$ cat src/rtl/klp32_mmio_pkg.sv
// +--------------------------------------------------------------------+
// | klp32_mmio_pkg: register offsets, bit indices, UART TX FSM states   |
// | Rev 1.0                                                            |
// +--------------------------------------------------------------------+
`default_nettype none

package klp32_mmio_pkg;

  localparam logic [1:0] TXDATA_OFF  = 2'd0;
  localparam logic [1:0] STATUS_OFF  = 2'd1;
  localparam logic [1:0] CTRL_OFF    = 2'd2;
  localparam logic [1:0] BAUDDIV_OFF = 2'd3;

  localparam int STAT_BUSY_BIT  = 0;
  localparam int STAT_FULL_BIT  = 1;
  localparam int STAT_EMPTY_BIT = 2;
  localparam int STAT_OVF_BIT   = 3;
  localparam int STAT_COUNT_LSB = 8;

  localparam int CTRL_EN_BIT     = 0;
  localparam int CTRL_IRQ_EN_BIT = 1;
  localparam int CTRL_PARITY_BIT = 2;
  localparam int CTRL_ODD_BIT    = 3;

  typedef enum logic [2:0] {
    IDLE   = 3'd0,
    START  = 3'd1,
    DATA   = 3'd2,
    PARITY = 3'd3,
    STOP   = 3'd4
  } uart_tx_state_e;

endpackage

`default_nettype wire

$ cat src/rtl/uart_tx_fifo.sv
// +--------------------------------------------------------------------+
// | uart_tx_fifo: byte-wide synchronous FIFO; dout_o valid while !empty |
// | Rev 1.0                                                            |
// +--------------------------------------------------------------------+
`default_nettype none

module uart_tx_fifo #(
  parameter int FIFO_DEPTH = 8
) (
  input  logic                            clk,
  input  logic                            reset,
  input  logic                            push_i,
  input  logic                            pop_i,
  input  logic [7:0]                      din_i,
  output logic [7:0]                      dout_o,
  output logic                            full_o,
  output logic                            empty_o,
  output logic [$clog2(FIFO_DEPTH):0]     count_o
);

  localparam int                AW       = $clog2(FIFO_DEPTH);
  localparam logic [AW-1:0]     PTR_ONE  = 1;
  localparam logic [AW:0]       CNT_ONE  = 1;
  localparam logic [AW:0]       CNT_FULL = (AW+1)'(FIFO_DEPTH);

  logic [7:0]    mem_q [FIFO_DEPTH];
  logic [AW-1:0] wr_ptr_q;
  logic [AW-1:0] rd_ptr_q;
  logic [AW:0]   count_q;
  logic          do_push;
  logic          do_pop;

  assign full_o  = (count_q == CNT_FULL);
  assign empty_o = (count_q == '0);
  assign count_o = count_q;
  assign dout_o  = mem_q[rd_ptr_q];

  // A pop in the same cycle frees the slot, so a full FIFO still accepts the push.
  assign do_pop  = pop_i & ~empty_o;
  assign do_push = push_i & (~full_o | do_pop);

  always_ff @(posedge clk) begin
    if (do_push) mem_q[wr_ptr_q] <= din_i;
  end

  always_ff @(posedge clk or posedge reset) begin
    if (reset) begin
      wr_ptr_q <= '0;
      rd_ptr_q <= '0;
      count_q  <= '0;
    end else begin
      if (do_push) wr_ptr_q <= wr_ptr_q + PTR_ONE;
      if (do_pop)  rd_ptr_q <= rd_ptr_q + PTR_ONE;
      case ({do_push, do_pop})
        2'b10:   count_q <= count_q + CNT_ONE;
        2'b01:   count_q <= count_q - CNT_ONE;
        default: count_q <= count_q;
      endcase
    end
  end

endmodule

`default_nettype wire

$ cat src/rtl/mmio_uart_tx.sv
// +--------------------------------------------------------------------+
// | mmio_uart_tx: MMIO 8N1 UART transmitter with TX FIFO and irq        |
// | Optional parity via `define UART_TX_PARITY_EN.        Rev 1.0      |
// +--------------------------------------------------------------------+
`default_nettype none

module mmio_uart_tx
  import klp32_mmio_pkg::*;
#(
  parameter logic [31:0] BASE_ADDR   = 32'h1000_0000,
  parameter int          FIFO_DEPTH  = 8,
  parameter logic [15:0] DEFAULT_DIV = 16'd867
) (
  input  logic        clk,
  input  logic        reset,
  input  logic [31:0] bus_addr,
  input  logic [31:0] bus_wr_data,
  output logic [31:0] bus_rd_data,
  input  logic        bus_cs,
  input  logic        bus_wr,
  input  logic        bus_rd,
  output logic        uart_tx,
  output logic        irq
);

  localparam int CW = $clog2(FIFO_DEPTH) + 1;

`ifdef UART_TX_PARITY_EN
  localparam logic [3:0] CTRL_WMASK = 4'hF;
`else
  localparam logic [3:0] CTRL_WMASK = 4'h3;
`endif

  logic           sel;
  logic           wr_en;
  logic [1:0]     offset;
  logic           push;
  logic           pop;
  logic           ovf_set;
  logic           full;
  logic           empty;
  logic [CW-1:0]  count;
  logic [6:0]     count7;
  logic [7:0]     fifo_dout;
  logic           bit_end;
  logic           par_en;
  logic           par_odd;
  logic           unused_bits;

  logic [3:0]     ctrl_q;
  logic [15:0]    div_q;
  logic           ovf_q;
  uart_tx_state_e state_q;
  logic [15:0]    cnt_q;
  logic [7:0]     shreg_q;
  logic [2:0]     bitidx_q;
  logic           par_q;
  logic           tx_q;
  logic           irq_q;

  assign sel     = bus_cs & (bus_addr[31:4] == BASE_ADDR[31:4]);
  assign offset  = bus_addr[3:2];
  assign wr_en   = sel & bus_wr;
  assign push    = wr_en & (offset == TXDATA_OFF);
  assign bit_end = (cnt_q == 16'd0);
  assign pop     = ctrl_q[CTRL_EN_BIT] & ~empty &
                   ((state_q == IDLE) | ((state_q == STOP) & bit_end));
  assign ovf_set = push & full & ~pop;
  assign count7  = 7'(count);
  assign uart_tx = tx_q;
  assign irq     = irq_q;
  assign unused_bits = ^{bus_addr[1:0], bus_wr_data[31:16]};

`ifdef UART_TX_PARITY_EN
  assign par_en  = ctrl_q[CTRL_PARITY_BIT];
  assign par_odd = ctrl_q[CTRL_ODD_BIT];
`else
  assign par_en  = 1'b0;
  assign par_odd = 1'b0;
`endif

  uart_tx_fifo #(.FIFO_DEPTH(FIFO_DEPTH)) u_fifo (
    .clk     (clk),
    .reset   (reset),
    .push_i  (push),
    .pop_i   (pop),
    .din_i   (bus_wr_data[7:0]),
    .dout_o  (fifo_dout),
    .full_o  (full),
    .empty_o (empty),
    .count_o (count)
  );

  always_ff @(posedge clk or posedge reset) begin
    if (reset) begin
      ctrl_q <= 4'h0;
      div_q  <= DEFAULT_DIV;
      ovf_q  <= 1'b0;
    end else begin
      if (wr_en && offset == CTRL_OFF)    ctrl_q <= bus_wr_data[3:0] & CTRL_WMASK;
      if (wr_en && offset == BAUDDIV_OFF) div_q  <= bus_wr_data[15:0];
      if (ovf_set)
        ovf_q <= 1'b1;
      else if (wr_en && offset == STATUS_OFF && bus_wr_data[STAT_OVF_BIT])
        ovf_q <= 1'b0;
    end
  end

  always_comb begin
    bus_rd_data = 32'h0;
    if (sel && bus_rd) begin
      case (offset)
        STATUS_OFF: begin
          bus_rd_data[STAT_BUSY_BIT]          = (state_q != IDLE);
          bus_rd_data[STAT_FULL_BIT]          = full;
          bus_rd_data[STAT_EMPTY_BIT]         = empty;
          bus_rd_data[STAT_OVF_BIT]           = ovf_q;
          bus_rd_data[STAT_COUNT_LSB +: 7]    = count7;
        end
        CTRL_OFF:    bus_rd_data[3:0]  = ctrl_q;
        BAUDDIV_OFF: bus_rd_data[15:0] = div_q;
        default:     bus_rd_data       = 32'h0;
      endcase
    end
  end

  // The baud down-counter reloads from div_q only at bit boundaries.
  always_ff @(posedge clk or posedge reset) begin
    if (reset) begin
      state_q  <= IDLE;
      cnt_q    <= 16'd0;
      shreg_q  <= 8'h00;
      bitidx_q <= 3'd0;
      par_q    <= 1'b0;
      tx_q     <= 1'b1;
      irq_q    <= 1'b0;
    end else begin
      irq_q <= ctrl_q[CTRL_IRQ_EN_BIT] & empty & (state_q == IDLE);
      if (state_q != IDLE && !bit_end) cnt_q <= cnt_q - 16'd1;
      case (state_q)
        IDLE: begin
          if (pop) begin
            state_q <= START;
            tx_q    <= 1'b0;
            shreg_q <= fifo_dout;
            par_q   <= ^fifo_dout;
            cnt_q   <= div_q;
          end
        end
        START: begin
          if (bit_end) begin
            state_q  <= DATA;
            tx_q     <= shreg_q[0];
            shreg_q  <= {1'b0, shreg_q[7:1]};
            bitidx_q <= 3'd0;
            cnt_q    <= div_q;
          end
        end
        DATA: begin
          if (bit_end) begin
            cnt_q <= div_q;
            if (bitidx_q == 3'd7) begin
              if (par_en) begin
                state_q <= PARITY;
                tx_q    <= par_q ^ par_odd;
              end else begin
                state_q <= STOP;
                tx_q    <= 1'b1;
              end
            end else begin
              tx_q     <= shreg_q[0];
              shreg_q  <= {1'b0, shreg_q[7:1]};
              bitidx_q <= bitidx_q + 3'd1;
            end
          end
        end
        PARITY: begin
          if (bit_end) begin
            state_q <= STOP;
            tx_q    <= 1'b1;
            cnt_q   <= div_q;
          end
        end
        STOP: begin
          if (bit_end) begin
            if (pop) begin
              state_q <= START;
              tx_q    <= 1'b0;
              shreg_q <= fifo_dout;
              par_q   <= ^fifo_dout;
              cnt_q   <= div_q;
            end else begin
              state_q <= IDLE;
            end
          end
        end
        default: begin
          state_q <= IDLE;
          tx_q    <= 1'b1;
        end
      endcase
    end
  end

endmodule

`default_nettype wire

$ cat config.mk
export PLATFORM = sky130hd
export DESIGN_NAME = mmio_uart_tx
export DESIGN_NICKNAME = d
export VERILOG_FILES = /design/src/rtl/klp32_mmio_pkg.sv /design/src/rtl/uart_tx_fifo.sv /design/src/rtl/mmio_uart_tx.sv
export SDC_FILE = /design/constraint.sdc
export NUM_CORES = 1
export LEC_CHECK = 0
export CORE_ASPECT_RATIO = 0.8
export CORE_MARGIN = 3
export CORE_UTILIZATION = 45
export DETAILED_ROUTE_END_ITERATION = 16
export GPL_TIMING_DRIVEN = 0
export PLACE_DENSITY_LB_ADDON = 0.1
export SLEW_MARGIN = 20
export SYNTH_ARGS = -nofsm -noshare
export SYNTH_HDL_FRONTEND = slang
export SYNTH_HIERARCHICAL = 1
export SYNTH_SLANG_ARGS = --single-unit
$ cat constraint.sdc
create_clock -name clk -period 4.2 [get_ports clk]
set_clock_uncertainty 0.2 [all_clocks]
set_input_delay 0.42 -clock clk [delete_from_list [all_inputs] [get_ports clk]]
set_output_delay 0.42 -clock clk [all_outputs]
set_load 0.02 [all_outputs]
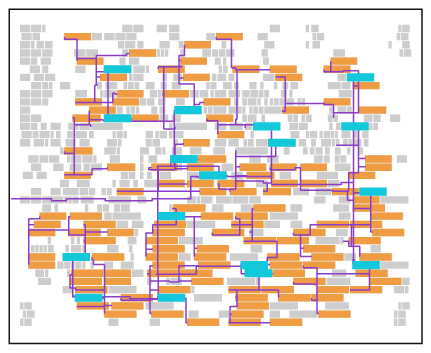
Figure 1: clock network drawn from the DEF.
Drawn at 3 px/um.
clock wires: shown in purple, length 1,520 um. clock-net drivers: shown in cyan, count 17. flip-flops: shown in orange, count 125.
There are 18 routed clock nets. Position of the flops: widely spread.
clock-net power: 1.45 mW
Worst-Skew Late Latency: 410 ps
clock network power share: 0.511

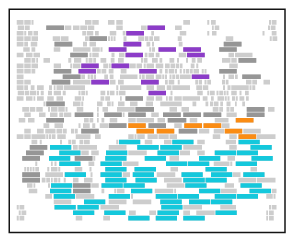
Figure 2: register map, names as in the netlist.
Drawn at 2 px/um.
shreg_q: shown in orange, sequential cells 8. u_fifo/mem_q: shown in cyan, sequential cells 64. cnt_q: shown in purple, sequential cells 16, where top center.
Post-Route Utilization: 0.591
Seq. pwr: 1.29 mW
storage element area: 0.00346 mm^2
Seq/total area: 0.445

==> deck_impl_summary.md <==
Key Metrics from the Run

Global route
  • Initial antenna violation count: 0
  • First-pass GRT wire length: between 20,000 and 25,000 um
  • Largest net degree at the start of global routing: 52

Synthesis
  • Number of enable flip-flop cells: approximately 64
  • Ys flop type: edfxtp_1
  • Largest cells by area: edfxtp_1 31%, dfrtp_1 22%, mux2_2 7.5%
  • Top cell type by total area after synthesis: edfxtp_1
  • Seq cells post-synth: 125
  • Seq share, synth: 0.559
  • Mapped Cells: between 400 and 500

STA
  • Hold Vio Cnt, Final: 0
  • FMAX: approximately 0.25 GHz
  • Final setup margin: ~120 ps
  • Clock period minus worst slack: ~4000 ps
  • Final Setup Violations: 0
  • Slew Limit Fails: 0

Floorplan
  • Core area: ~0.013 mm^2
  • Chip width: between 100 and 150 um
  • Fp_density: 0.471

Power and ir drop
  • Pwr Total: about 2.8 mW
  • PD cells: 367 mW/mm^2
  • Pleak: between 3 and 4 nW
  • VDD IR max: around 280 uV

Detailed routing
  • DR top layer: met4
  • Via total after detailed routing: between 4,000 and 5,000
  • DR WL met3: just over 800 um
  • Post-DRT Antenna Nets: 0
  • DRT met1 WL: 6600 um

Worst setup path
  • Delay of the slowest critical-path stage: about 590 ps
  • Startpoint Class: register
  • Cell Chain, Critical Path: or4_4 -> or4_4 -> o21ai_4 -> nand2_1 -> inv_2 -> o21ai_2 -> or2_2 -> inv_1 -> ha_1 -> or2_2 -> nand3_1 -> mux2_2 -> nand3b_1
  • Crit path kind: register to register
  • Worst Setup End Kind: register

Cells and area
  • Top cell excl fill/tap: clkdlybuf4s50_1
  • Ant diodes: 0
  • Layout Cells excl Fill: 756

Outcome
  • Status: finished, final reports clean

Placed design
  • Placed insts: slightly above 700
  • Buffers on Ports: approximately 68
  • Pre-CTS setup slack: -8.83 ps

Clock tree
  • CTS H-tree depth: 4
  • Deepest clock path buffer count: 2
  • Hold_buf cts: 0
  • Clk slew on worst S/H paths: roughly 50 ps
  • TritonCTS clock tree: built

Job
  • Tool warnings: roughly 44
  • Max cap viols: 0

Min path
  • Worst min path class: input port to asynchronous set/reset pin
## power by group
part	switching, mW	internal (mW)	total [mW]
logic	0.0479	0.0547	0.103
registers	0.00000127	1.29	1.29
clock network	0.498	0.957	1.45
## state kept, by name, summed over array words and instances (netlist names), 2 cells and up
name	cells
bitidx_q	3
cnt_q	16
ctrl_q	2
div_q	16
shreg_q	8
state_q	3
u_fifo/count_o	4
u_fifo/mem_q	64
u_fifo/rd_ptr_q	3
u_fifo/wr_ptr_q	3
## final cells by class
| cell class | count | area, um^2 | share of cell area |
|---|---|---|---|
| inverters | 16 | 62.6 | 0.00805 |
| flip-flops and latches | 125 | 3460 | 0.445 |
| well taps | 175 | 219 | 0.0282 |
| clock inverters | 8 | 115 | 0.0148 |
| plain buffers | 35 | 234 | 0.0301 |
| repair buffers | 71 | 703 | 0.0905 |
| multi-input cells | 302 | 2500 | 0.322 |
| clock buffers | 24 | 472 | 0.0607 |
## timing repair
item / 4_1_cts / 5_1_grt
pin swaps: 0 / 1
setup buffers: 0 / 3
endpoints found under the hold margin: 0 / 0
setup endpoints to repair: 1 / 17
gates resized: 1 / 1
## worst max-delay path: cells and delay by family (launching register included)
family | cells | cell delay (ps)
AOI/OAI and AO/OA | 2 | 380
adders and majority gates | 1 | 250
buffers and inverters | 2 | 280
DFF | 1 | 430
muxes | 1 | 350
and+or+nand+nor | 7 | 2120
## cells by family (layout without fill, tap and decap cells)
family | after synthesis | in the layout | share of synthesized area
simple gates | 132 | 132 | 0.115
mux | 74 | 74 | 0.174
fa+ha+maj | 8 | 8 | 0.0174
other cells | 1 | 16 | 0.000606
buf+inv | 51 | 154 | 0.0475
compound gates | 57 | 57 | 0.0657
xor+xnor | 15 | 15 | 0.0212
flops | 125 | 125 | 0.559
## routing by layer
metal  track usage  vias to the layer above
li1              -                     1927
met1         0.274                     2012
met2         0.261                      129
met3        0.0495                       15
met4        0.0559                        0
met5             0                        -
## synthesized netlist by cell type, drive strengths merged, types with 2 or more instances
| library cell | n |
|---|---|
| edfxtp | 64 |
| and2 | 9 |
| a22o | 2 |
| nor3b | 5 |
| nor4 | 11 |
| buf | 25 |
| nor3 | 10 |
| o22ai | 2 |
| a211o | 3 |
| a221oi | 2 |
| xnor2 | 13 |
| and3 | 3 |
| inv | 16 |
| o2bb2ai | 2 |
| o41ai | 2 |
| nand4 | 2 |
| mux2 | 49 |
| xor2 | 2 |
| ha | 7 |
| or3b | 2 |
| o21ai | 11 |
| dfrtp | 54 |
| o31ai | 2 |
| nor2b | 2 |
| a21oi | 17 |
| a22oi | 2 |
| nand3 | 5 |
| nand2 | 19 |
| or2 | 3 |
| mux2i | 9 |
| dfstp | 7 |
| a31oi | 4 |
| mux4 | 16 |
| clkbuf | 10 |
| nor4b | 2 |
| or4 | 4 |
| nor2 | 38 |
| nand2b | 6 |
| or3 | 8 |
## final timing paths
path	depth (start not counted)	to	slack, ps
max	13	u_fifo/count_o[3]	120
min	2	u_fifo/count_o[1]	200
max reg2reg	13	u_fifo/count_o[3]	120
min reg2reg	1	shreg_q[3]	310
max in group asynchronous	2	irq	3070
min in group clk	1	shreg_q[3]	310
Power is estimated from default activity; no workload was simulated.
